[config.mk]
export PLATFORM = sky130hd
export DESIGN_NAME = rd_empty_sync_flat
export DESIGN_NICKNAME = d
export VERILOG_FILES = /design/src/rtl/rd_empty_sync_if.sv /design/src/rtl/rd_empty_sync.sv /design/src/flat_wrapper.sv
export SDC_FILE = /design/constraint.sdc
export NUM_CORES = 1
export LEC_CHECK = 0
export ABC_AREA = 1
export CORE_MARGIN = 3
export CORE_UTILIZATION = 47
export DETAILED_ROUTE_END_ITERATION = 12
export GPL_ROUTABILITY_DRIVEN = 0
export PLACE_DENSITY = 0.89
export SLEW_MARGIN = 20
export SYNTH_ARGS = -nofsm -noshare
export SYNTH_HDL_FRONTEND = slang
export SYNTH_SLANG_ARGS = --single-unit
[constraint.sdc]
create_clock -name clk_r -period 3.32 [get_ports clk_r]
set_clock_uncertainty 0.1 [all_clocks]
set_input_delay 0.83 -clock clk_r [delete_from_list [all_inputs] [get_ports clk_r]]
set_output_delay 0.83 -clock clk_r [all_outputs]
set_load 0.01 [all_outputs]
[src/rtl/rd_empty_sync_if.sv]
`default_nettype none
// ============================================================================
// Module      : rd_empty_sync_if
// Description : Signal bundle between the read-domain flag generator and its
//               neighbours (write-domain pointer input, read pointer logic).
//               slave  - rd_empty_sync side (consumes pointers, drives flags)
//               master - surrounding read logic / environment side
// Ports       : wr_gray_ptr  write pointer, Gray, asynchronous to clk_r
//               read_adr     binary read pointer from read logic
//               FIFO_empty   empty flag, read domain
//               rd_gray_ptr  registered Gray read pointer for export
//               rd_level     entries available to read
//               almost_empty rd_level <= ae_thresh (optional feature)
//               ptr_err      sticky level-out-of-range flag
// Revision    : 1.0 - initial release
// ============================================================================
interface rd_empty_sync_if #(
  parameter int adr_width = 3
);
  logic [adr_width:0] wr_gray_ptr;
  logic [adr_width:0] read_adr;
  logic               FIFO_empty;
  logic [adr_width:0] rd_gray_ptr;
  logic [adr_width:0] rd_level;
  logic               almost_empty;
  logic               ptr_err;

  modport master (
    output wr_gray_ptr,
    output read_adr,
    input  FIFO_empty,
    input  rd_gray_ptr,
    input  rd_level,
    input  almost_empty,
    input  ptr_err
  );

  modport slave (
    input  wr_gray_ptr,
    input  read_adr,
    output FIFO_empty,
    output rd_gray_ptr,
    output rd_level,
    output almost_empty,
    output ptr_err
  );
endinterface
`default_nettype wire

[src/rtl/rd_empty_sync.sv]
`default_nettype none
// ============================================================================
// Module      : rd_empty_sync
// Description : Read-domain flag generator for an asynchronous FIFO.
//               Synchronizes the write Gray pointer into clk_r, compares it
//               with the binary read pointer, and produces the empty flag,
//               the exported Gray read pointer, the read-side fill level and
//               a sticky pointer-error flag.
// Ports       : clk_r  - read-domain clock
//               reset  - asynchronous active-high reset
//               bus    - rd_empty_sync_if.slave (pointers in, flags out)
// Options     : RD_ALMOST_EMPTY_EN - when defined, almost_empty is driven
//               by (rd_level <= ae_thresh); otherwise it is tied to 0.
// Revision    : 1.0 - initial release
// ============================================================================
module rd_empty_sync #(
  parameter int depth       = 8,
  parameter int adr_width   = $clog2(depth),
  parameter int sync_stages = 2,
  parameter int ae_thresh   = 2
) (
  input  logic          clk_r,
  input  logic          reset,
  rd_empty_sync_if.slave bus
);

  localparam int                 ptr_w   = adr_width + 1;
  localparam logic [adr_width:0] c_depth = ptr_w'(depth);

  // --------------------------------------------------------------------------
  // Elaboration-time parameter legality
  // --------------------------------------------------------------------------
  generate
    if (depth < 2 || (depth & (depth - 1)) != 0) begin : g_bad_depth
      $error("rd_empty_sync: depth must be a power of two >= 2");
    end
    if (sync_stages < 2 || sync_stages > 4) begin : g_bad_sync
      $error("rd_empty_sync: sync_stages must be in 2..4");
    end
    if (ae_thresh < 1 || ae_thresh > depth - 1) begin : g_bad_ae
      $error("rd_empty_sync: ae_thresh must be in 1..depth-1");
    end
  endgenerate

  // --------------------------------------------------------------------------
  // Write-pointer synchronizer: plain flop chain, no logic between stages,
  // so a single-bit Gray step is never seen as an intermediate code.
  // --------------------------------------------------------------------------
  logic [adr_width:0] sync_q [sync_stages];
  logic [adr_width:0] wr_gray_s;

  always_ff @(posedge clk_r or posedge reset) begin
    if (reset) begin
      for (int s = 0; s < sync_stages; s++) begin
        sync_q[s] <= '0;
      end
    end else begin
      sync_q[0] <= bus.wr_gray_ptr;
      for (int s = 1; s < sync_stages; s++) begin
        sync_q[s] <= sync_q[s-1];
      end
    end
  end

  assign wr_gray_s = sync_q[sync_stages-1];

  // --------------------------------------------------------------------------
  // Gray <-> binary
  // --------------------------------------------------------------------------
  logic [adr_width:0] rd_gray_now;
  logic [adr_width:0] rd_gray_q;
  logic [adr_width:0] wr_bin_s;

  assign rd_gray_now = bus.read_adr ^ (bus.read_adr >> 1);

  // Each binary bit is the XOR of all Gray bits at and above it, which is the
  // MSB-down XOR chain unrolled per bit.
  generate
    for (genvar i = 0; i <= adr_width; i++) begin : g_g2b
      assign wr_bin_s[i] = ^wr_gray_s[adr_width:i];
    end
  endgenerate

  // Exported pointer is registered so the write domain never samples a
  // combinational glitch; the one-cycle lag only makes the write side see
  // the FIFO slightly fuller than it is, which is safe.
  always_ff @(posedge clk_r or posedge reset) begin
    if (reset) begin
      rd_gray_q <= '0;
    end else begin
      rd_gray_q <= rd_gray_now;
    end
  end

  assign bus.rd_gray_ptr = rd_gray_q;

  // --------------------------------------------------------------------------
  // Empty and level. Both use the live read_adr so the read that drains the
  // last entry raises empty in the same cycle, blocking a further read.
  // --------------------------------------------------------------------------
  logic [adr_width:0] level;

  assign bus.FIFO_empty = (wr_gray_s == rd_gray_now);
  // Modulo 2^(adr_width+1) subtraction absorbs wrap of either pointer.
  assign level          = wr_bin_s - bus.read_adr;
  assign bus.rd_level   = level;

  // --------------------------------------------------------------------------
  // Sticky pointer error: a level above depth can only arise from corrupted
  // or mis-synchronized pointers; it holds until reset.
  // --------------------------------------------------------------------------
  logic ptr_err_q;

  always_ff @(posedge clk_r or posedge reset) begin
    if (reset) begin
      ptr_err_q <= 1'b0;
    end else if (level > c_depth) begin
      ptr_err_q <= 1'b1;
    end
  end

  assign bus.ptr_err = ptr_err_q;

  // --------------------------------------------------------------------------
  // Almost-empty
  // --------------------------------------------------------------------------
`ifdef RD_ALMOST_EMPTY_EN
  localparam logic [adr_width:0] c_ae = ptr_w'(ae_thresh);
  assign bus.almost_empty = (level <= c_ae);
`else
  assign bus.almost_empty = 1'b0;
`endif

endmodule
`default_nettype wire

[src/flat_wrapper.sv]
// flat-port wrapper written by rule: the top's interface ports become plain ports
module rd_empty_sync_flat 
#(
  parameter int depth       = 8,
  parameter int adr_width   = $clog2(depth),
  parameter int sync_stages = 2,
  parameter int ae_thresh   = 2
)
  (clk_r, reset, bus_wr_gray_ptr, bus_read_adr, bus_FIFO_empty, bus_rd_gray_ptr, bus_rd_level, bus_almost_empty, bus_ptr_err);
  rd_empty_sync_if #(.adr_width(adr_width)) bus_i ();
  input  logic clk_r;
  input  logic reset;
  input wire logic [$bits(bus_i.wr_gray_ptr)-1:0] bus_wr_gray_ptr;
  input wire logic [$bits(bus_i.read_adr)-1:0] bus_read_adr;
  output wire logic [$bits(bus_i.FIFO_empty)-1:0] bus_FIFO_empty;
  output wire logic [$bits(bus_i.rd_gray_ptr)-1:0] bus_rd_gray_ptr;
  output wire logic [$bits(bus_i.rd_level)-1:0] bus_rd_level;
  output wire logic [$bits(bus_i.almost_empty)-1:0] bus_almost_empty;
  output wire logic [$bits(bus_i.ptr_err)-1:0] bus_ptr_err;
  assign bus_i.wr_gray_ptr = bus_wr_gray_ptr;
  assign bus_i.read_adr = bus_read_adr;
  assign bus_FIFO_empty = bus_i.FIFO_empty;
  assign bus_rd_gray_ptr = bus_i.rd_gray_ptr;
  assign bus_rd_level = bus_i.rd_level;
  assign bus_almost_empty = bus_i.almost_empty;
  assign bus_ptr_err = bus_i.ptr_err;
  rd_empty_sync #(.depth(depth), .adr_width(adr_width), .sync_stages(sync_stages), .ae_thresh(ae_thresh)) u_core (.clk_r(clk_r), .reset(reset), .bus(bus_i));
endmodule
### Clock nets, run 1

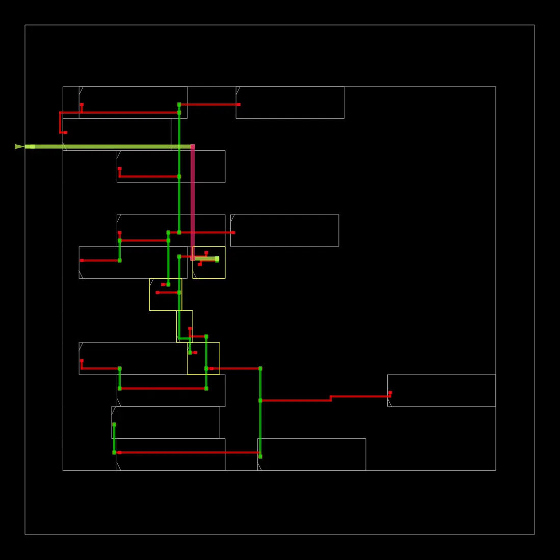
clk_buf instances: 4
Seq cells: 13

### Routed clock nets over the placement, run 1

Bar = 10 um.
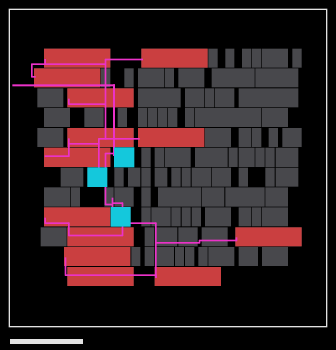
[cyan] clock drivers | count: 3
[magenta] clock wires | length: 155 um
[red] flip-flops | count: 13
routed clock nets: 4

### Routed metal, one colour a layer, run 1

Bar = 10 um. Two of the layers only.
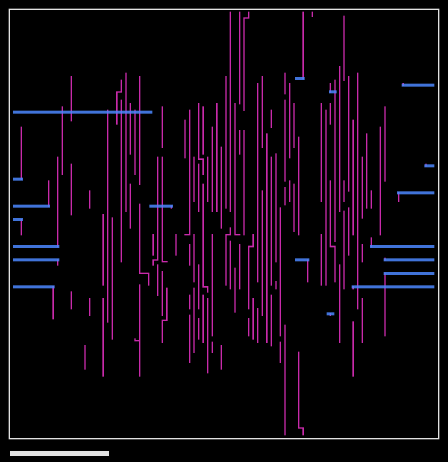
[magenta] metal 2 | wire length: 853 um
[blue] metal 3 | wire length: 66.7 um
Post-Route WL: 1.515 mm
average wire per standard cell: 12.84 um
via count: 561

### Met1 routing, run 1

Bar = 10 um.
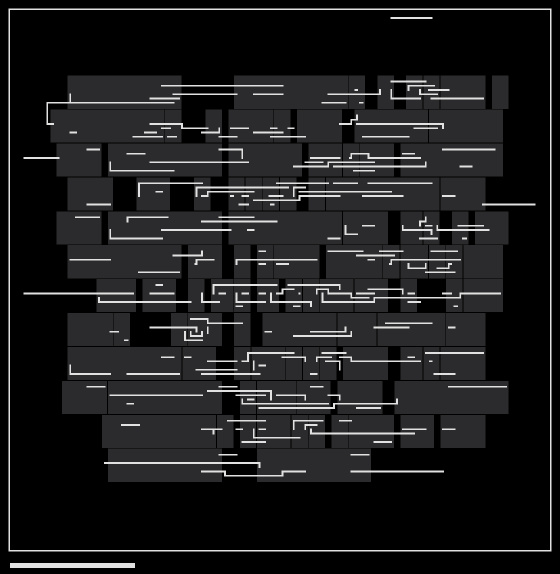
wire length on this layer: 546 um
share of all routed wire: 36%
longest straight run: 12.4 um
routing usage on met1: 16.84%

==> results.py, run 1 <==
# Physical implementation metrics
metrics = {
    "outcome": {
        "status": "finished, final reports clean",
    },
    "job": {
        "maxCapViolations": 0,
    },
    "synthesis": {
        "yosys_cells": 73,
        "synth-xor-area-share_pct": 8.987,
        "ys_sh_simple_pct": 20.84,
        "synth_chip_area_um2": 654.4,
        "top_area_cell": "dfrtp_1",
        "synth_top_area_share_pct": 49.71,
        "synth_cell_types": 16,
        "topCellsByArea": "dfrtp_1 50%, nand2_1 13%, inv_1 8.6%, ha_1 5.7%, xor2_2 5.0%",
        "edf_count": 0,
        "syn_area_um2": 654.4,
        "synthTopCellsByCount": "23 x nand2_1, 15 x inv_1, 13 x dfrtp_1",
        "syn_inst": 73,
        "synthTopLogicFamily": "simple AND/OR/NAND/NOR gates",
        "syn-num-nets": 87,
        "syn_area_per_cell_um2": 8.964,
        "ys_async_sr_fraction_pct": 100.0,
        "most_common_cell": "nand2_1",
        "synth.area.mux_share_pct": 0,
        "synth_adder_area_share_pct": 8.795,
        "ys.flops": 13,
        "compound_area_share_pct": 0.7648,
    },
    "final_layout": {
        "antenna_cells": 0,
        "syn_to_final_growth_pct": 50.48,
        "fin_nets": 119,
        "drive_gt1_share_pct": 20.19,
        "nFillCells": 82,
        "fin_util_pct": 81.98,
        "post-route-cell-area_um2": 984.7,
        "stdcell_count": 118,
    },
    "global_route": {
        "grt-ovfl-total": 0,
        "grt_pass1_vias": 601,
        "grt_max_degree": 14,
        "grt_use_total_pct": 17.48,
        "grt_pass1_wl_mm": 2.394,
        "antenna_found_initial": 0,
    },
    "clock_tree": {
        "htree_levels": 1,
        "hold_buffers": 0,
        "cts-buffers-inserted": 3,
        "cts-root-buf": "clkbuf_4",
        "cts_num_sinks": 13,
        "clock_latency_ns": 0.26,
        "cts_buffer_depth": 2,
    },
    "pwr": {
        "powerDensity_nw_per_um2": 421.1,
        "total_power_w": 0.0004147,
        "ir_worst_vdd_mv": 0.3204,
        "pwr-share-clk_pct": 23.0,
        "p_seq_share_pct": 41.3,
        "swShare_pct": 29.99,
        "p_comb_share_pct": 35.7,
        "leakage_nw": 0.5207,
    },
    "worst_hold_path": {
        "hold_path_class": "reg2reg",
    },
    "final_timing": {
        "period_needed_ns": 3.260,
        "final_hold_viol_count": 0,
        "finalClockPeriodUsage_pct": 98.20,
        "maxSlewViolCount": 0,
        "clock.fmax_ghz": 0.3067,
    },
    "place": {
        "io_buffers": 19,
        "postPlaceCellArea_um2": 914.6,
        "dp_cells": 113,
        "hpwl_mm": 1.233,
    },
    "setup_path": {
        "setup.worst_path.end_class": "primary output",
        "crit_type": "in2out",
        "rrSetupSlack_ns": 1.14,
        "crit_required_ns": 2.39,
        "crit_arrival_ns": 2.33,
        "startpoint_type": "input port",
    },
    "floorplan": {
        "io_pins": 21,
        "placementRows": 12,
        "dieArea_um2": 1876,
        "core_um2": 1201,
        "die_w_um": 43.32,
    },
    "route": {
        "drcViolationCount": 0,
        "postRouteAntennaNets": 0,
        "drt_first_pass_iters": 3,
        "avgViaCountPerCell": 4.754,
    },
}
[run 1: layer usage]
| layer | up-vias | global-route usage (%) | wire length (um) |
|---|---|---|---|
| met4 | 0 | 8.434 | 50 |
| met5 | - | 0 | 0 |
| met2 | 18 | 33.92 | 853 |
| li1 | 272 | - | - |
| met1 | 265 | 16.84 | 545 |
| met3 | 6 | 3.814 | 66 |
[run 1: cells by family after synthesis]
group / after synthesis
DFF: 13
adders and majority gates: 4
AOI/OAI and AO/OA: 1
and+or+nand+nor: 32
xor gates and xnor gates: 5
buffers and inverters: 17
other: 1
[run 1: power by group through the flow]
stage	Combinational [W]	Clock [W]	Sequential [W]
2_1_floorplan	0.0000660	0	0.000175
3_3_place_gp	0.000128	0	0.000173
3_5_place_dp	0.000135	0	0.000175
4_1_cts	0.000132	0.0000954	0.000171
5_1_grt	0.000162	0.000108	0.000172
6_report	0.000148	0.0000952	0.000171
[run 1: critical path, stage by stage]
cell             delay [ns]
clkdlybuf4s50_1        0.43
ha_2                   0.21
fa_2                   0.36
xor2_2                 0.18
inv_1                  0.05
dlygate4sd2_1          0.27
[run 1: path summary, 6_finish.rpt]
kind | from | cells past startpoint | end
worst max-delay path | bus_read_adr[0] | 6 | bus_rd_level[2]
worst min-delay path | u_core.sync_q[7] | 0 | u_core.wr_gray_s[3]
worst max register to register | u_core.wr_gray_s[2] | 9 | u_core.bus.ptr_err
worst min register to register | u_core.sync_q[7] | 0 | u_core.wr_gray_s[3]
max in group asynchronous | reset | 2 | u_core.bus.rd_gray_ptr[2]
min in group asynchronous | reset | 2 | u_core.sync_q[4]
[run 1: state kept, by name, summed over array words and instances (netlist names)]
signal,cells
u_core.bus.rd_gray_ptr,4
u_core.sync_q,4
u_core.wr_gray_s,4
u_core.bus.ptr_err,1
[run 1: what timing repair did]
action | 4_1_cts | 5_1_grt
resized | 8 | 5
endpoints found under the hold margin | 0 | 0
buffers inserted | 0 | 1
endpoints found under the setup margin | 4 | 2
cloned | 0 | 0
pin swaps | 1 | 2
[run 1: per-stage QoR]
| step | hold slack, ns | setup WS [ns] |
|---|---|---|
| after detailed placement | 0.2478 | -0.2920 |
| after global placement | 0.2338 | -0.2410 |
| after global routing | 0.2699 | -0.009407 |
| final | 0.2619 | 0.05985 |
| after CTS | 0.2653 | 0.006275 |
| after floorplan | 0.2312 | 0.7187 |
[run 1: cells in the final DEF, fill, tap and decap left out]
master,instances
nand2_1,23
inv_1,15
clkdlybuf4s50_1,14
dfrtp_1,13
buf_4,9
nand3_1,4
dlygate4sd2_1,4
xor2_2,3
clkbuf_4,3
nand3b_1,2
xnor2_1,1
xor2_1,1
inv_2,1
a21oi_4,1
nand3_2,1
and2_1,1
nor2_1,1
fa_2,1
ha_4,1
ha_1,1
ha_2,1
conb_1,1
clkbuf_1,1
clkdlybuf4s15_1,1
[run 1: cell type report]
cell class / instances / area, um2 / area share, %
Tap cell: 14 / 17.52 / 1.779
Clock buffer: 4 / 26.28 / 2.668
Multi-Input combinational cell: 43 / 302.8 / 30.75
Sequential cell: 13 / 325.3 / 33.04
Inverter: 16 / 60.06 / 6.099
Timing Repair Buffer: 28 / 252.7 / 25.67
==> run 2, diff against run 1 <==
- CTS_CLUSTER_DIAMETER: not set -> 100
### Clock nets, run 2

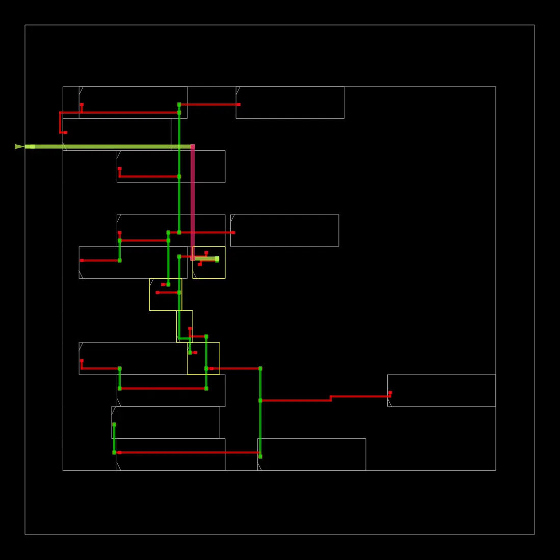
# clock sinks: 13
CTS Buf Count: 3
Insertion Delay late pin: 0.26 ns

### Cells coloured by class, run 2

Fill, decap, tap and diode cells in grey.
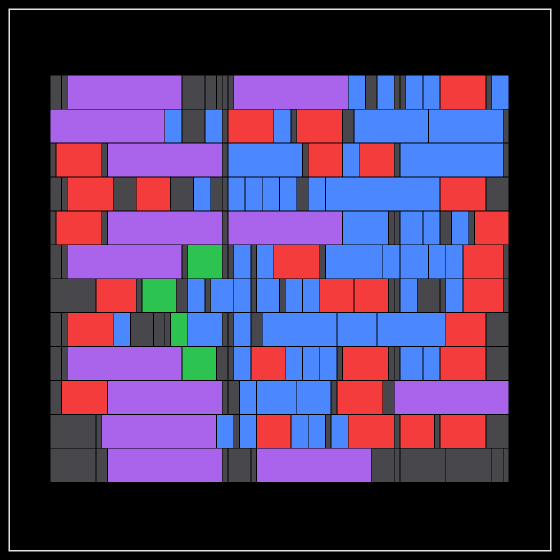
[blue] combinational and other logic | cells: 59
[green] clock drivers and dummy loads | cells: 4
[purple] flops | cells: 13
[red] other buffers and delay cells | cells: 28
Final Cell Area: 984.7 um2
core region area: 1201 um2
Final Util: 81.98%

### Routed metal, one colour a layer, run 2

Bar = 10 um. Two of the layers only.
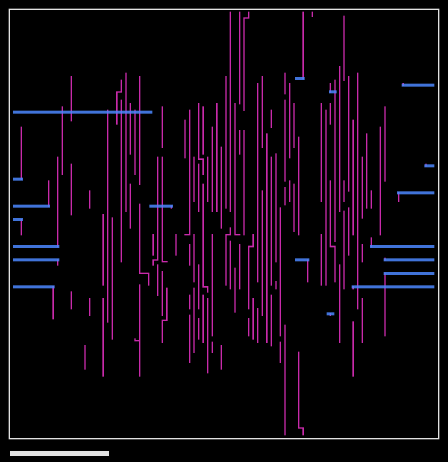
[magenta] metal 2 | wire length: 853 um
[blue] metal 3 | wire length: 66.7 um

==> run 2 against run 1 <==
Non-clock buffer count did not move. Critical path depth did not move. Register-to-register slack barely moved. Fmax did not move. Global-route usage did not move. Via count did not move. Sequential power barely moved. Largest cell class unchanged.
==> results.py, run 2 <==
# Physical implementation metrics
metrics = {
    "synthesis": {
        "syn_inst": 73,
        "syn_area_per_cell_um2": 8.964,
        "synth_top_area_share_pct": 49.71,
        "ys.flops": 13,
        "synth_adder_area_share_pct": 8.795,
        "yosys_cells": 73,
        "synth_chip_area_um2": 654.4,
        "syn-num-nets": 87,
        "topCellsByArea": "dfrtp_1 50%, nand2_1 13%, inv_1 8.6%, ha_1 5.7%, xor2_2 5.0%",
        "syn_area_um2": 654.4,
        "compound_area_share_pct": 0.7648,
        "top_area_cell": "dfrtp_1",
        "edf_count": 0,
        "ys_async_sr_fraction_pct": 100.0,
        "most_common_cell": "nand2_1",
        "synthTopCellsByCount": "23 x nand2_1, 15 x inv_1, 13 x dfrtp_1",
        "synth_cell_types": 16,
        "synth.area.mux_share_pct": 0,
        "synthTopLogicFamily": "simple AND/OR/NAND/NOR gates",
        "synth-xor-area-share_pct": 8.987,
        "ys_sh_simple_pct": 20.84,
    },
    "floorplan": {
        "placementRows": 12,
        "io_pins": 21,
        "dieArea_um2": 1876,
        "die_w_um": 43.32,
    },
    "setup_path": {
        "crit_start": "bus_read_adr[0]",
        "startpoint_type": "input port",
        "timing.rr.start": "u_core.wr_gray_s[2]",
        "crit_required_ns": 2.39,
        "crit_type": "in2out",
        "setup.worst_path.end_class": "primary output",
        "rrSetupSlack_ns": 1.14,
        "worstSetupEndpoint": "bus_rd_level[2]",
        "crit_arrival_ns": 2.33,
        "crit-reg2reg-capture": "u_core.bus.ptr_err",
        "reg2regPathDepth": 9,
    },
    "route": {
        "drcViolationCount": 0,
        "dr_total_vias": 561,
        "finalWirelength_mm": 1.515,
        "avgViaCountPerCell": 4.754,
        "postRouteAntennaNets": 0,
        "wl_per_cell_um": 12.84,
        "drt_first_pass_iters": 3,
    },
    "worst_hold_path": {
        "hold_path_class": "reg2reg",
        "holdCritStartpoint": "u_core.sync_q[7]",
    },
    "clock_tree": {
        "htree_levels": 1,
        "cts_buffer_depth": 2,
        "cts_tree": "yes",
        "cts-root-buf": "clkbuf_4",
        "hold_buffers": 0,
        "cts.clk_slew.worst_paths_ns": 0.08,
    },
    "final_layout": {
        "fin_nets": 119,
        "nFillCells": 82,
        "most-common-layout-cells": "23 x nand2_1, 15 x inv_1, 14 x clkdlybuf4s50_1",
        "antenna_cells": 0,
        "syn_to_final_growth_pct": 50.48,
        "mostFrequentLayoutCell": "nand2_1",
        "drive_gt1_share_pct": 20.19,
    },
    "global_route": {
        "grt_pass1_vias": 601,
        "grt_max_degree": 14,
        "grt-ovfl-total": 0,
        "grt_pass1_wl_mm": 2.394,
        "grt_use_total_pct": 17.48,
        "antenna_found_initial": 0,
    },
    "final_timing": {
        "final_hold_viol_count": 0,
        "setup_viol": 0,
        "period_needed_ns": 3.260,
        "post-route-worst-setup-slack_ns": 0.05985,
        "clock.fmax_ghz": 0.3067,
        "finalClockPeriodUsage_pct": 98.20,
        "maxSlewViolCount": 0,
    },
    "place": {
        "io_buffers": 19,
        "hpwl_mm": 1.233,
        "dp_slack_ns": -0.2920,
    },
    "pwr": {
        "leakage_nw": 0.5207,
        "powerDensity_nw_per_um2": 421.1,
        "ir_worst_vdd_mv": 0.3204,
    },
    "job": {
        "maxCapViolations": 0,
    },
    "outcome": {
        "status": "finished, final reports clean",
    },
}
## run 2: cell counts in the layout (fill, tap and decap cells not counted)
Identical to the previous run, type by type.
## run 2: routing by layer
layer / track usage, % / vias to the layer above / wire length, um / part of all wire, %
met5: 0 / - / 0 / 0
met1: 16.84 / 265 / 545 / 36
li1: - / 272 / - / -
met2: 33.92 / 18 / 853 / 56
met4: 8.434 / 0 / 50 / 3.3
met3: 3.814 / 6 / 66 / 4.4
## run 2: worst min path at each step
stage          cells after the start                   to  slack (ns)
2_1_floorplan                      0  u_core.wr_gray_s[0]        0.23
3_3_place_gp                       0  u_core.wr_gray_s[0]        0.23
3_5_place_dp                       0  u_core.wr_gray_s[3]        0.25
4_1_cts                            0  u_core.wr_gray_s[3]        0.27
5_1_grt                            0  u_core.wr_gray_s[3]        0.27
6_report                           0  u_core.wr_gray_s[3]        0.26
## run 2: kinds of logic after synthesis
group,after synthesis
simple gates,32
buf+inv,17
flops,13
xor+xnor,5
fa+ha+maj,4
compound gates,1
other cells,1
## run 2: through the flow
| stage | instance area (um2) | total power [W] | setup TNS [ns] | hold slack, ns | cells |
|---|---|---|---|---|---|
| floorplan | 654.4 | 0.0002410 | 0 | 0.2312 | 73 |
| global placement | 914.6 | 0.0003016 | -0.7006 | 0.2338 | 113 |
| finish | 984.7 | 0.0004147 | 0 | 0.2619 | 118 |
| global route | 984.7 | 0.0004416 | -0.009407 | 0.2699 | 118 |
| detailed placement | 914.6 | 0.0003099 | -0.8305 | 0.2478 | 113 |
| CTS | 953.4 | 0.0003991 | 0 | 0.2653 | 117 |
## run 2: report_power, final
group / internal, W / switching (W) / leakage [nW]
clock: 0.0000464 / 0.0000488 / 0.0150
sequential: 0.000167 / 0.00000484 / 0.149
combinational: 0.0000774 / 0.0000707 / 0.357
## run 2: timing repair
action,4_1_cts,5_1_grt
gates resized,8,5
setup endpoints to repair,4,2
setup buffers,0,1
hold endpoints to repair,0,0
pin swaps,1,2
## run 2: cell type report
class | count | area, um2 | area share, %
inverter | 16 | 60.06 | 6.099
clock buffer | 4 | 26.28 | 2.668
tap | 14 | 17.52 | 1.779
multi-input combinational | 43 | 302.8 | 30.75
timing repair buffer | 28 | 252.7 | 25.67
sequential | 13 | 325.3 | 33.04
## run 2: worst max-delay path: stages
cell and delay, ns:
clkdlybuf4s50_1 0.43, ha_2 0.21, fa_2 0.36, xor2_2 0.18, inv_1 0.05, dlygate4sd2_1 0.27
No activity file was given, so power comes from the tool's default toggle rates.
